File: src/rtl/frame_loader.sv
// Picture stepper and frame loader: streams the ROWS pattern words of the
// current picture to a pipelined Wishbone slave, with ack tracking and timeout.
module frame_loader #(
  parameter int WB_DATA_WIDTH   = 32,
  parameter int ROWS            = 8,
  parameter int NUM_PICS        = 4,
  parameter int MAX_OUTSTANDING = 4,
  parameter int TIMEOUT         = 255,
  localparam int WB_ADDR_WIDTH  = $clog2(ROWS),
  localparam int WB_SEL_WIDTH   = WB_DATA_WIDTH / 8,
  localparam int PIC_W          = $clog2(NUM_PICS)
) (
  input  logic                             clk,
  input  logic                             reset,
  input  logic                             i_next,
  input  logic                             i_prev,
  input  logic                             i_load,
  input  logic [PIC_W-1:0]                 i_sel,
  output logic [PIC_W-1:0]                 o_pic_num,
  output logic                             o_busy,
  output logic                             o_done,
  output logic                             o_err,
  output logic [PIC_W+WB_ADDR_WIDTH-1:0]   o_pat_addr,
  input  logic [WB_DATA_WIDTH-1:0]         i_pat_data,
  output logic                             o_wb_cyc,
  output logic                             o_wb_stb,
  output logic                             o_wb_we,
  output logic [WB_ADDR_WIDTH-1:0]         o_wb_addr,
  output logic [WB_SEL_WIDTH-1:0]          o_wb_sel,
  output logic [WB_DATA_WIDTH-1:0]         o_wb_wdata,
  input  logic                             i_wb_ack,
  input  logic                             i_wb_stall,
  input  logic                             i_wb_err,
  input  logic [WB_DATA_WIDTH-1:0]         i_wb_rdata
);

  localparam int CW = $clog2(ROWS + 1);
  localparam int TW = $clog2(TIMEOUT + 1);

  localparam logic [1:0] IDLE  = 2'd0;
  localparam logic [1:0] ISSUE = 2'd1;
  localparam logic [1:0] DRAIN = 2'd2;

  logic [1:0]       state;
  logic [PIC_W-1:0] pic;
  logic [PIC_W-1:0] load_pic;
  logic [PIC_W-1:0] pic_nxt;
  logic             next_q;
  logic             prev_q;
  logic [CW-1:0]    issue_row;
  logic [CW-1:0]    ack_cnt;
  logic [CW-1:0]    outst;
  logic [TW-1:0]    tmo;
  logic             pending;
  logic             done_q;
  logic             err_q;

  logic next_rise;
  logic prev_rise;
  logic ev;
  logic cyc;
  logic stb;
  logic beat;
  logic ack;
  logic last_beat;
  logic fin;
  logic abort;
  logic unused_bits;

  assign next_rise = i_next & ~next_q;
  assign prev_rise = i_prev & ~prev_q;
  assign ev        = i_load | next_rise | prev_rise;

  // i_load wins over i_next, which wins over i_prev
  always_comb begin
    pic_nxt = pic;
    if (i_load)
      pic_nxt = i_sel;
    else if (next_rise)
      pic_nxt = (pic == PIC_W'(NUM_PICS - 1)) ? '0 : pic + 1'b1;
    else if (prev_rise)
      pic_nxt = (pic == '0) ? PIC_W'(NUM_PICS - 1) : pic - 1'b1;
  end

  assign cyc       = (state != IDLE);
  assign stb       = (state == ISSUE) && (outst != CW'(MAX_OUTSTANDING));
  assign beat      = stb & ~i_wb_stall;
  assign ack       = cyc & i_wb_ack;
  assign last_beat = beat && (issue_row == CW'(ROWS - 1));
  assign fin       = ack && (ack_cnt == CW'(ROWS - 1));
  assign abort     = cyc && (i_wb_err || (tmo == TW'(TIMEOUT)));

  always_ff @(posedge clk or posedge reset) begin
    if (reset) begin
      state     <= IDLE;
      pic       <= '0;
      load_pic  <= '0;
      next_q    <= 1'b0;
      prev_q    <= 1'b0;
      issue_row <= '0;
      ack_cnt   <= '0;
      outst     <= '0;
      tmo       <= '0;
      pending   <= 1'b0;
      done_q    <= 1'b0;
      err_q     <= 1'b0;
    end else begin
      next_q <= i_next;
      prev_q <= i_prev;
      pic    <= pic_nxt;
      done_q <= 1'b0;
      err_q  <= 1'b0;
      if (state == IDLE) begin
        if (ev || pending) begin
          state     <= ISSUE;
          load_pic  <= pic_nxt;
          pending   <= 1'b0;
          issue_row <= '0;
          ack_cnt   <= '0;
          outst     <= '0;
          tmo       <= '0;
        end
      end else if (abort) begin
        // a request seen during the aborted load still gets its reload
        state     <= IDLE;
        err_q     <= 1'b1;
        pending   <= pending | ev;
        issue_row <= '0;
        ack_cnt   <= '0;
        outst     <= '0;
        tmo       <= '0;
      end else if (fin) begin
        done_q    <= 1'b1;
        issue_row <= '0;
        ack_cnt   <= '0;
        outst     <= '0;
        tmo       <= '0;
        if (pending || ev) begin
          state    <= ISSUE;
          load_pic <= pic_nxt;
          pending  <= 1'b0;
        end else begin
          state <= IDLE;
        end
      end else begin
        if (ev)
          pending <= 1'b1;
        issue_row <= issue_row + CW'(beat);
        ack_cnt   <= ack_cnt + CW'(ack);
        outst     <= outst + CW'(beat) - CW'(ack);
        tmo       <= ack ? '0 : tmo + 1'b1;
        if (last_beat)
          state <= DRAIN;
      end
    end
  end

  assign o_pic_num  = pic;
  assign o_busy     = cyc;
  assign o_done     = done_q;
  assign o_err      = err_q;
  assign o_wb_cyc   = cyc;
  assign o_wb_stb   = stb;
  assign o_wb_we    = cyc;
  assign o_wb_addr  = issue_row[WB_ADDR_WIDTH-1:0];
  assign o_pat_addr = {load_pic, issue_row[WB_ADDR_WIDTH-1:0]};
  assign o_wb_sel   = '1;
  assign o_wb_wdata = stb ? i_pat_data : '0;

  assign unused_bits = ^{i_wb_rdata, issue_row};

endmodule

File: config.mk
export PLATFORM = sky130hd
export DESIGN_NAME = frame_loader
export DESIGN_NICKNAME = d
export VERILOG_FILES = /design/src/rtl/frame_loader.sv
export SDC_FILE = /design/constraint.sdc
export NUM_CORES = 1
export LEC_CHECK = 0
export ABC_CLOCK_PERIOD_IN_PS = 7090
export CAP_MARGIN = 10
export CORE_MARGIN = 4
export CORE_UTILIZATION = 40
export DETAILED_ROUTE_END_ITERATION = 7
export PLACE_DENSITY = 0.95
export SETUP_SLACK_MARGIN = 0.5
export SLEW_MARGIN = 20
export SYNTH_ARGS = -nofsm -noshare
export SYNTH_HDL_FRONTEND = slang
export SYNTH_SLANG_ARGS = --single-unit
File: constraint.sdc
create_clock -name clk -period 7.09 [get_ports clk]
set_input_delay 2.127 -clock clk [delete_from_list [all_inputs] [get_ports clk]]
set_output_delay 2.127 -clock clk [all_outputs]
set_load 0.1 [all_outputs]
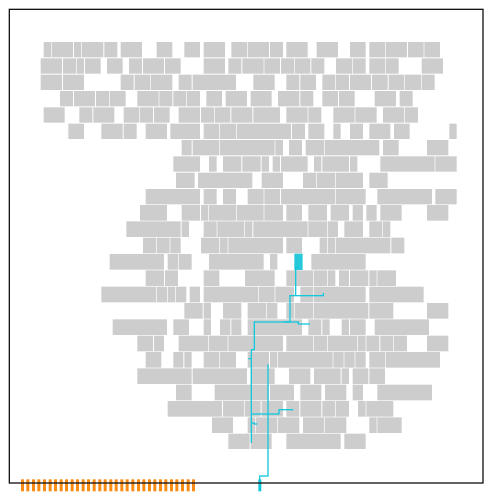
*I/O nets highlighted, run 1*
Scale: 6 px per um.
Key: cyan = `o_busy` [bits 1, direction output, edge bottom, end cells 1, buffers 1, wire 76.2 um]; orange = `i_wb_rdata` [bits 32, direction input, edge bottom, end cells 0, buffers 0]

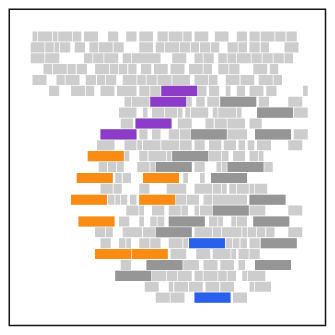
*Sequential cells grouped by signal name, run 1*
Scale: 4 px per um.
Key: orange = `tmo` [sequential cells 8]; blue = `o_pic_num` [sequential cells 2]; purple = `outst` [sequential cells 4]
Another 17 sequential cells are not colored.
fin util: 0.602
fraction of area in registers: 0.269

==> flow_summary.yaml, run 1 <==
# yosys + openroad results
floorplan:
  chipHeight_um: 78.7
  io-pin-count: 126
  core_mm2: 0.00479
  fp.dieW_um: 78.7
  row_count: 25
  die_area_mm2: 0.00619
routing:
  first_pass_iters: 4
  drc_errors: 0
  drt_wl_total_mm: 5.43
  vias: 1772
placed_design:
  gp_congestion: 0.788
synthesis:
  yosys_warnings: 0
  ys_sh_mux: 0.0163
  enable_flop_cells: 0
clock_tree:
  clock_latency_ps: 280
  root_buffer: "clkbuf_8"
  ctsHoldBuffers: 0
status:
  status: "finished, final reports clean"
sta:
  final-setup-viol-count: 0
  max_slew_margin: 0.328
  tns_ps: 0
cells_and_area:
  layout-drive-gt1-share: 0.166
grt:
  track_usage: 0.174
  antenna_found_initial: 0
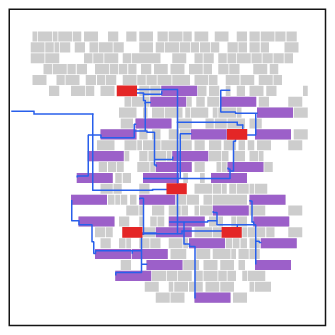
*Clock distribution, run 1*
Scale: 4 px per um.
Key: red = clock-net drivers [count 5]; purple = flip-flops [count 31]; blue = clock wires [length 441 um]
There are 6 routed clock nets.

==> run 1: sequential cells by signal, summed over array words and instances, names as in the netlist <==
register	count
o_done	1
issue_row	4
prev_q	1
ack_cnt	4
load_pic	2
pending	1
state	2
next_q	1
tmo	8
outst	4
o_err	1
o_pic_num	2
==> run 1: layer usage <==
layer  vias to the layer above  GRT usage  share of wire
met5                         -          0              0
met4                         0     0.0577          0.018
met3                        10     0.0488          0.037
met2                        35      0.302           0.55
met1                       854      0.207           0.40
li1                        873          -              -
==> run 1: cells by family (layout without fill, tap and decap cells) <==
group,count (synthesis),after routing
simple gates,80,80
compound gates,44,44
buf+inv,33,112
flops,31,31
fa+ha+maj,13,13
xor+xnor,3,3
mux,3,3
other cells,1,4
==> run 1: worst max-delay path, cell delays in order <==
cell             delay, ps
clkdlybuf4s50_1        450
and2_1                 170
buf_4                  310
==> run 1: final timing paths <==
| kind | start | to | slack [ps] | cells past startpoint |
|---|---|---|---|---|
| worst max register to register | outst[2] | outst[2] | 4630 | 10 |
| worst max-delay path | i_pat_data[0] | o_wb_wdata[0] | 1900 | 3 |
| min in group asynchronous | reset | load_pic[0] | 2230 | 3 |
| max in group asynchronous | reset | tmo[0] | 4580 | 3 |
| worst min register to register | load_pic[1] | load_pic[1] | 510 | 1 |
| worst min-delay path | load_pic[1] | load_pic[1] | 510 | 1 |
==> run 1: cell usage after synthesis (all sizes together), types with 3 or more instances <==
cell and n:
and2 34, dfrtp 31, buf 15, inv 15, ha 12, a22o 10
a21oi 8, nand3 8, nor2 8, nand2 7, a21o 6, nor2b 5
a31oi 3, and3 3, clkbuf 3, nand2b 3, o211ai 3
==> run 1: through the flow <==
step            util  hold slack [ps]  instances
6_report       0.602              514        357
3_3_place_gp   0.586              495        351
4_1_cts        0.602              516        357
5_1_grt        0.602              533        357
3_5_place_dp   0.586              496        351
2_1_floorplan      -              479        211
==> run 1: area by class of cell <==
type,count,area share
multi-input combinational,147,0.370
clock buffer,6,0.0252
sequential,31,0.269
timing repair buffer,91,0.287
tap,67,0.0291
inverter,15,0.0196
==> run 2: changes to the inputs <==
--- a/config.mk
+++ b/config.mk
@@ -5,12 +5,12 @@
 export SDC_FILE = /design/constraint.sdc
 export NUM_CORES = 1
 export LEC_CHECK = 0
-export ABC_CLOCK_PERIOD_IN_PS = 7090
+export ABC_CLOCK_PERIOD_IN_PS = 4550
 export CAP_MARGIN = 10
 export CORE_MARGIN = 4
-export CORE_UTILIZATION = 40
+export CORE_UTILIZATION = 33
 export DETAILED_ROUTE_END_ITERATION = 7
-export PLACE_DENSITY = 0.95
+export PLACE_DENSITY = 0.85
 export SETUP_SLACK_MARGIN = 0.5
 export SLEW_MARGIN = 20
 export SYNTH_ARGS = -nofsm -noshare
==> constraint.sdc (replaced) <==
create_clock -name clk -period 4.55 [get_ports clk]
set_input_delay 1.365 -clock clk [delete_from_list [all_inputs] [get_ports clk]]
set_output_delay 1.365 -clock clk [all_outputs]
set_load 0.1 [all_outputs]
==> run 2 against run 1 <==
Against the previous run:
- final area is 1.6% higher
- register-to-register slack worse by 2600 ps
- core utilization is 10 points lower
- first-iteration DRC count is 44% lower
==> flow_summary.yaml, run 2 <==
# yosys + openroad results
status:
  status: "finished, final reports clean"
synthesis:
  synth_top_area_share: 0.388
  synth_area_mm2: 0.00200
  ys_types: 46
  top_cells_by_count: "and2_1, dfrtp_1, inv_1, buf_4, ha_1"
  yosys_warnings: 0
  enable_flop_cells: 0
  most_common_cell: "and2_1"
sta:
  final-setup-viol-count: 0
  max_slew_margin: 0.346
  tns_ps: 0
  fin_crit_ps: 3620
  worst_pin_slew_ps: 978
cells_and_area:
  diodes: 0
  layout-drive-gt1-share: 0.181
  top_register: "tmo"
  finalNonFillerCells: 368
  largest_reg_flops: 8
  lay_top_count: "clkdlybuf4s50_1"
  comb_area_mm2: 0.00106
  num-fill-cells: 549
grt:
  track_usage: 0.141
  antenna_found_initial: 0
floorplan:
  die_area_mm2: 0.00737
  core_mm2: 0.00589
  io-pin-count: 126
  fp.dieW_um: 85.8
  chipHeight_um: 85.8
clock_tree:
  ctsHoldBuffers: 0
  clock_latency_ps: 290
  clock_path_buffers: 2
  post_cts_resized: 0
  root_buffer: "clkbuf_8"
  cts_buffers: 5
  cts.sinks: 31
  post_cts.repair.setup_buffers: 0
routing:
  drt_wl_total_mm: 5.19
  vias: 1750
  first_pass_iters: 4
  drc_errors: 0
placed_design:
  post-place-ws_ps: 935
  place_inst: 360
  gp_congestion: 0.769
  io_buffers: 89
worst_setup_path:
  worstSetupStartpointType: "input pin"
run:
  tool_warnings: 59
-- run 2: cell counts after synthesis --
No cell type changed its count.
-- run 2: kinds of logic (layout without fill, tap and decap cells) --
| family | Yosys count | after routing | share of synthesized area |
|---|---|---|---|
| AOI/OAI and AO/OA | 44 | 44 | 0.165 |
| xor gates and xnor gates | 3 | 3 | 0.0131 |
| adders and majority gates | 13 | 13 | 0.0851 |
| buffers and inverters | 33 | 115 | 0.0876 |
| DFF | 31 | 31 | 0.388 |
| muxes | 3 | 3 | 0.0163 |
| other | 1 | 4 | 0.00188 |
| and+or+nand+nor | 80 | 80 | 0.243 |
-- run 2: routing by layer --
metal,track usage,up-vias,share of wire
met2,0.237,17,0.53
met4,0.0518,0,0.015
met5,0,-,0
li1,-,879,-
met3,0.0327,6,0.023
met1,0.176,848,0.43
-- run 2: area by class of cell --
class / count / area share
Multi-Input combinational cell: 147 / 0.364
Tap cell: 75 / 0.0321
Sequential cell: 31 / 0.265
Clock buffer: 7 / 0.0329
Clock inverter: 1 / 0.00257
Timing Repair Buffer: 92 / 0.284
Inverter: 15 / 0.0192
-- run 2: metrics by stage --
step           hold WS, ps  cell area, um2
6_report               510            2930
3_3_place_gp           492            2820
3_5_place_dp           497            2820
4_1_cts                515            2930
5_1_grt                529            2930
2_1_floorplan          479            2010
-- run 2: worst max-delay path: stages --
cell	delay, ps
clkdlybuf4s50_1	470
and2_1	120
buf_4	290
-- run 2: worst paths after layout --
check | startpoint | endpoint | slack, ps | cells after the start
max | i_pat_data[10] | o_wb_wdata[10] | 930 | 3
min | load_pic[1] | load_pic[1] | 510 | 1
max reg2reg | outst[2] | outst[2] | 2070 | 10
min reg2reg | load_pic[1] | load_pic[1] | 510 | 1
max in group asynchronous | reset | outst[1] | 2780 | 3
min in group asynchronous | reset | load_pic[1] | 1480 | 3
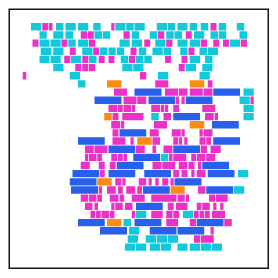
*Placement by cell class, run 2*
Scale: 3 px per um.
Key: blue = registers [cells 31]; orange = clock drivers and dummy loads [cells 8]; magenta = remaining logic cells [cells 162]; cyan = remaining buffers and delay cells [cells 92]
post-route cell area: 0.00293 mm2
fin util: 0.497
Row Count: 28

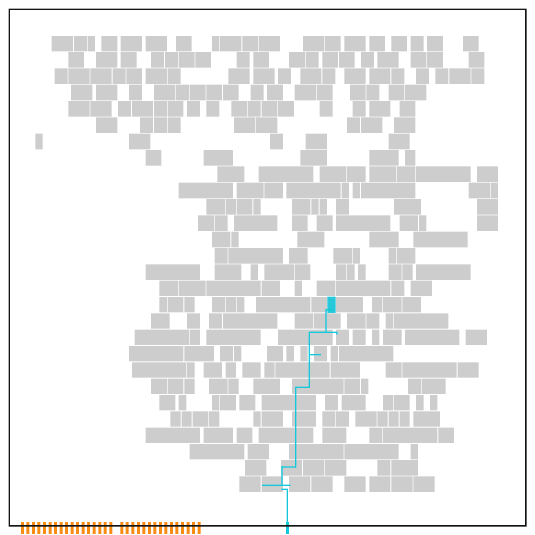
*I/O nets highlighted, run 2*
Scale: 6 px per um.
Key: orange = `i_wb_rdata` [bits 32, direction input, edge bottom, end cells 0, buffers 0]; cyan = `o_busy` [bits 1, direction output, edge bottom, end cells 1, buffers 1, wire 52.7 um]

==> run 3: changes to the inputs <==
--- a/config.mk
+++ b/config.mk
@@ -5,7 +5,7 @@
 export SDC_FILE = /design/constraint.sdc
 export NUM_CORES = 1
 export LEC_CHECK = 0
-export ABC_CLOCK_PERIOD_IN_PS = 4550
+export ABC_CLOCK_PERIOD_IN_PS = 3020
 export CAP_MARGIN = 10
 export CORE_MARGIN = 4
 export CORE_UTILIZATION = 33
==> constraint.sdc (replaced) <==
create_clock -name clk -period 3.02 [get_ports clk]
set_input_delay 0.906 -clock clk [delete_from_list [all_inputs] [get_ports clk]]
set_output_delay 0.906 -clock clk [all_outputs]
set_load 0.1 [all_outputs]
==> run 3 against run 2 <==
Against the previous run:
- non-clock buffer count up 9
- first-iteration DRC count fell by 6.8%
- sequential cell count unchanged
- synthesized cell count is the same
- setup slack worse by 570 ps
- die area is the same
==> flow_summary.yaml, run 3 <==
# yosys + openroad results
status:
  status: "finished, final reports clean"
worst_setup_path:
  path_buffers: 3
  cpPeakStageDelay_ps: 390
  cp_common_cell: "buf_12"
cells_and_area:
  layout-drive-gt1-share: 0.394
  finalNonFillerCells: 377
  lay_top_count: "clkdlybuf4s50_1"
  diodes: 0
  largest_reg_flops: 8
clock_tree:
  cts_buffers: 5
  root_buffer: "clkbuf_8"
  cts.sinks: 31
  ctsHoldBuffers: 0
grt:
  track_usage: 0.162
synthesis:
  yosys_warnings: 0
  enable_flop_cells: 0
floorplan:
  row_count: 28
placed_design:
  io_buffers: 89
==> run 3: timing repair <==
item / 4_1_cts / 5_1_grt
cloned: 2 / 0
setup endpoints to repair: 35 / 39
resized: 26 / 8
buffers inserted: 4 / 2
pin swaps: 14 / 12
==> run 3: routing by layer <==
layer,wire (um),global-route usage,vias to the layer above
met5,0,0,-
met4,201,0.0532,0
met3,220,0.0451,19
met2,3370,0.273,38
met1,2390,0.202,920
li1,-,-,898
==> run 3: kinds of logic after synthesis <==
family	after synthesis	share of synthesized area
adder cells (fa/ha/maj)	13	0.0851
XOR/XNOR	3	0.0131
flip-flops	31	0.388
other	1	0.00188
AND/OR/NAND/NOR	80	0.243
multiplexers	3	0.0163
buffers and inverters	33	0.0876
AND-OR/OR-AND	44	0.165
==> run 3: final timing paths <==
| check | from | end | slack, ps |
|---|---|---|---|
| max in group asynchronous | reset | outst[1] | 1710 |
| worst max register to register | outst[2] | outst[1] | 540 |
| worst min register to register | load_pic[0] | load_pic[0] | 510 |
| min in group asynchronous | reset | tmo[7] | 1000 |
| worst max-delay path | outst[2] | o_wb_wdata[4] | 360 |
| worst min-delay path | load_pic[0] | load_pic[0] | 510 |
==> run 3: worst register-to-register path: cells and delay by family, from the launching register on <==
kind | cells | cell delay [ps]
buf+inv | 4 | 440
flops | 1 | 390
fa+ha+maj | 4 | 1030
compound gates | 2 | 460
simple gates | 1 | 60
==> run 3: cell type report <==
| class | instances | area [um2] | area share |
|---|---|---|---|
| inverters | 15 | 56.3 | 0.0158 |
| flip-flops and latches | 31 | 777 | 0.218 |
| well taps | 75 | 93.8 | 0.0263 |
| multi-input cells | 147 | 1200 | 0.337 |
| clock buffers | 8 | 100 | 0.0281 |
| repair buffers | 101 | 1340 | 0.375 |
==> run 3: metrics by stage <==
stage / area (um2) / hold slack [ps] / utilization
floorplan: 2080 / 479 / -
global placement: 3270 / 496 / 0.555
detailed placement: 3270 / 501 / 0.555
CTS: 3520 / 517 / 0.599
global route: 3560 / 544 / 0.606
finish: 3560 / 514 / 0.606
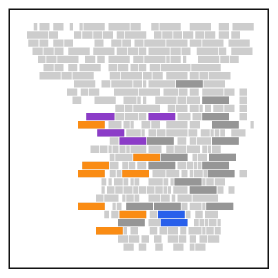
*Sequential cells grouped by signal name, run 3*
Scale: 3 px per um.
Key: orange = `tmo` [sequential cells 8]; purple = `outst` [sequential cells 4, where middle]; blue = `o_pic_num` [sequential cells 2]
Another 17 sequential cells are not colored.

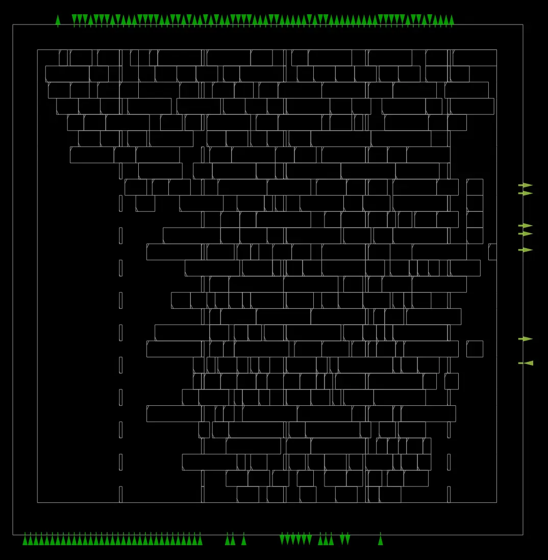
*Cell placement, run 3*
fraction of area in registers: 0.218
Fillers: 427
core region area: 0.00589 mm2
seq_cells: 31

